==> config.mk <==
export PLATFORM = sky130hd
export DESIGN_NAME = counter_sequencer
export DESIGN_NICKNAME = d
export VERILOG_FILES = /design/src/rtl/counter_pkg.sv /design/src/rtl/tick_prescaler.sv /design/src/rtl/counter_sequencer.sv
export SDC_FILE = /design/constraint.sdc
export NUM_CORES = 1
export LEC_CHECK = 0
export CAP_MARGIN = 5
export CELL_PAD_IN_SITES_DETAIL_PLACEMENT = 1
export CELL_PAD_IN_SITES_GLOBAL_PLACEMENT = 2
export CORE_MARGIN = 1
export CORE_UTILIZATION = 26
export DETAILED_ROUTE_END_ITERATION = 10
export PLACE_DENSITY = 0.75
export SLEW_MARGIN = 15
export SYNTH_ARGS = -nofsm -noshare
export SYNTH_HDL_FRONTEND = slang
export SYNTH_SLANG_ARGS = --single-unit
==> constraint.sdc <==
create_clock -name clock_i -period 1.92 [get_ports clock_i]
set_clock_uncertainty 0.1 [all_clocks]
set_input_delay 0.288 -clock clock_i [delete_from_list [all_inputs] [get_ports clock_i]]
set_output_delay 0.288 -clock clock_i [all_outputs]
set_load 0.05 [all_outputs]
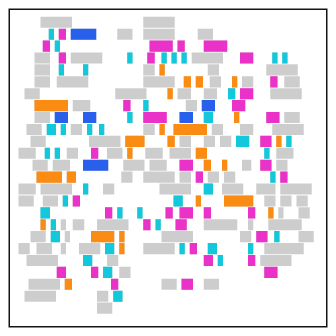
Figure 1: selected gate families.
[orange] NOR gates | cells: 26 | most used: nor2_1
[magenta] inverting AOI/OAI gates | cells: 37 | most used: a21oi_1 | where: all over the die
[blue] XOR/XNOR gates | cells: 6 | most used: xnor2_1
[cyan] NAND gates | cells: 43 | most used: nand2_1 | where: all over the die
most frequent logic cell in the layout: nand2_1
logic share of the area: 0.435
Post-Layout Cell Count: 275

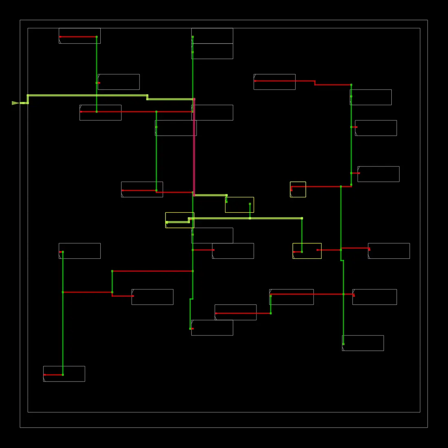
Figure 2: clock routing.
Num CTS Buffers: 3
Clock Buffer Count: 3
Clock group: 0.327 mW
Seq cells: 23

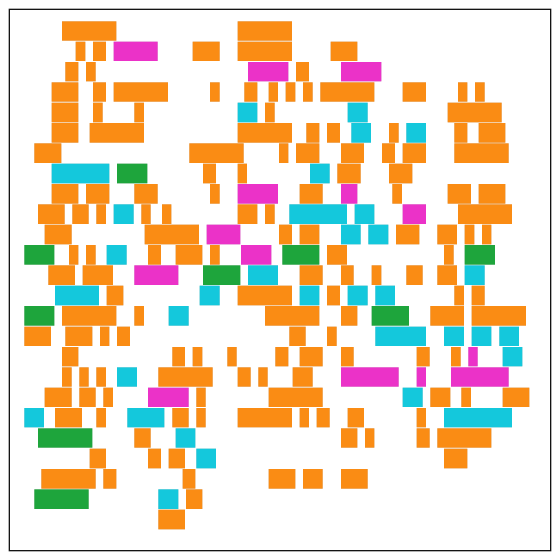
Figure 3: drive-strength map.
[magenta] drive 2 | cells: 14 | share: 6.7%
[orange] drive 1 or less | cells: 152 | share: 73% | most used: nand2_1
[cyan] drive 3 to 4 | cells: 33 | share: 16% | most used: buf_4
[green] drive 6 and up | cells: 9 | share: 4.3% | most used: buf_6
final instance area: 1940 sq um
Non-clk bufs: 52
Area Overhead vs Synth: 51.7%
Final WS setup: -0.215 ns

==> results.tsv <==
stage	metric	value	unit
synthesis	ys_area	1280	sq um
clock_tree	cts.sinks	23	
place	gp_congestion	0.762	
setup_path	ff2ff_path_depth	7	
final_timing	hold_viol_final	0	
final_layout	final_core_util	0.411	
synthesis	synth_area	1280	sq um
route	wl	4190	um
final_layout	num-fill-cells	554	
route	avgRoutedWirePerCell	15.2	um
synthesis	ys_seq_share	0.360	
power	max-vdd-ir-drop	275	uV
die	initCoreUtil	0.271	
place	dp_cells	265	
setup_path	critPathMaxFanout	2	
status	violations	negative setup slack	
clock_tree	clkTransAtPathRegs	0.10	ns
setup_path	start_kind	input pin	
global_route	top_usage_layer	met2	
place	dpl_worst_slack	-0.223	ns
clock_tree	cts_tree	done	
clock_tree	cts_hold_buf	0	
run	maxCapViolations	0	
global_route	grtUsageMet2	0.308	
final_timing	min_period	2.14	ns
final_timing	setup_violations	6	
global_route	met1_usage	0.196	
route	via_count	1346	
power	p_per_area	730	nW/um^2
final_timing	rsz0062_at_grt	true	
global_route	grt_pass1_vias	1417	
final_timing	fmax	468	MHz
global_route	grt_max_degree	25	
synthesis	syn_inst	160	
clock_tree	htreeDepth	1	
global_route	met3_usage	0.0431	
die	ios	26	
global_route	antenna_found_initial	0	
power	power_leakage	0.701	nW
final_timing	holdWs	0.372	ns
synthesis	fp_nets	184	
die	die.size.y	72.2	um
route	drtIter0Drc	39	
die	rows	25	
worst_hold_path	min_path_type	flip-flop to flip-flop	
clock_tree	clk_root_buffer_cell	clkbuf_8	
synthesis	synth_flops	23	
global_route	grtUsageTotal	0.168	
status	outcome	complete, but fails checks	
die	core	4720	sq um
synthesis	avgSynthCellArea	8.00	sq um
route	viasPerCell	4.89	
synthesis	top_cell	nand2_1	
final_timing	worst_slack	-0.215	ns
setup_path	cp.required	1.53	ns
place	placed_cell_area	1780	sq um
synthesis	yosys_warnings	0	
worst_hold_path	hold_path_depth	2	
die	die-area	5210	sq um
final_timing	fin_tns_setup	-0.587	ns
final_timing	finalClockPeriodUsage	1.11	
synthesis	top_area_frac	0.360	
run	warnings	29	
clock_tree	clk_latency	0.27	ns
final_layout	nets	233	
die	die-width	72.2	um
clock_tree	clock_path_buffers	2	
synthesis	synth.largest_area_cell	dfxtp_1	
synthesis	common_cells	nand2_1, dfxtp_1, a21oi_1	
global_route	grt_overflow	0	
setup_path	end_kind	output port	
synthesis	edf_count	0	
setup_path	cp.arrival	1.75	ns
final_timing	tightest_slew	0.336	ns
setup_path	r2r_setup_slack	-0.08	ns
synthesis	synth-main-ff-cell	dfxtp_1	
synthesis	synth_cell_types	39	
route	route.detailed.drc	0	
synthesis	area_leaders	dfxtp_1, nand2_1, a21oi_1	
final_layout	antenna_cells	0	
final_timing	maxSlewHeadroom	0.774	
route	drtAntennaViolNets	0	
final_timing	slew_viol_final	0	
place	port_buffers	25	
synthesis	ys_cells	160	
power	power.total	1.42	mW
synthesis	synthArstFlopShare	0	
place	hpwl	3010	um
setup_path	critical_path_class	input pin to output port	
global_route	grt_first_pass_wirelength	6740	um
final_layout	drive_gt1_frac	0.269	
route	first_pass_iters	4	
-- critical path: stages --
cell and delay (ns):
clkdlybuf4s50_1 0.55, xor2_2 0.21, nor4_1 0.08, buf_4 0.16, nor4_4 0.27, buf_6 0.19
-- logic make-up (layout without fill, tap and decap cells) --
| logic type | count (synthesis) | after routing | share of synthesized area |
|---|---|---|---|
| simple gates | 74 | 74 | 0.304 |
| compound gates | 41 | 41 | 0.214 |
| flops | 23 | 23 | 0.360 |
| buf+inv | 13 | 61 | 0.0528 |
| xor+xnor | 6 | 6 | 0.0411 |
| fa+ha+maj | 2 | 2 | 0.0195 |
| mux | 1 | 1 | 0.00880 |
-- area by class of cell --
type / count / area, sq um / area share
Clock buffer: 3 / 41.3 / 0.0213
Clock inverter: 1 / 7.51 / 0.00387
Inverter: 5 / 18.8 / 0.00966
Multi-Input combinational cell: 124 / 845 / 0.435
Sequential cell: 23 / 463 / 0.238
Tap cell: 67 / 83.8 / 0.0432
Timing Repair Buffer: 52 / 483 / 0.249
-- cell usage in the layout, fill, tap and decap left out, drive strengths merged, types with 2 or more instances in the layout --
master and n:
a211o 2, a21oi 16, a311oi 6, a31oi 2, buf 31, clkbuf 3
clkdlybuf4s50 21, dfxtp 23, ha 2, inv 5, nand2 31, nand2b 8
nand4 2, nor2 13, nor3 6, nor3b 2, nor4 4, o211ai 3
o21ai 4, xnor2 4, xor2 2
-- repair_timing --
action,4_1_cts,5_1_grt
setup endpoints to repair,5,9
hold endpoints to repair,0,0
pin swaps,3,3
resized,9,8
setup buffers,4,2
gates cloned,0,0
-- power breakdown --
part / switching (mW) / leakage (nW) / internal, mW
Sequential: 0.0407 / 0.189 / 0.511
Clock: 0.180 / 0.0217 / 0.147
Combinational: 0.252 / 0.490 / 0.288
Total: 0.472 / 0.701 / 0.946
-- metal layers --
layer,up-vias,wire length [um]
met5,-,0
met4,0,17
met3,2,150
met2,24,2200
met1,650,1820
li1,670,-
Power is estimated from default activity; no workload was simulated.
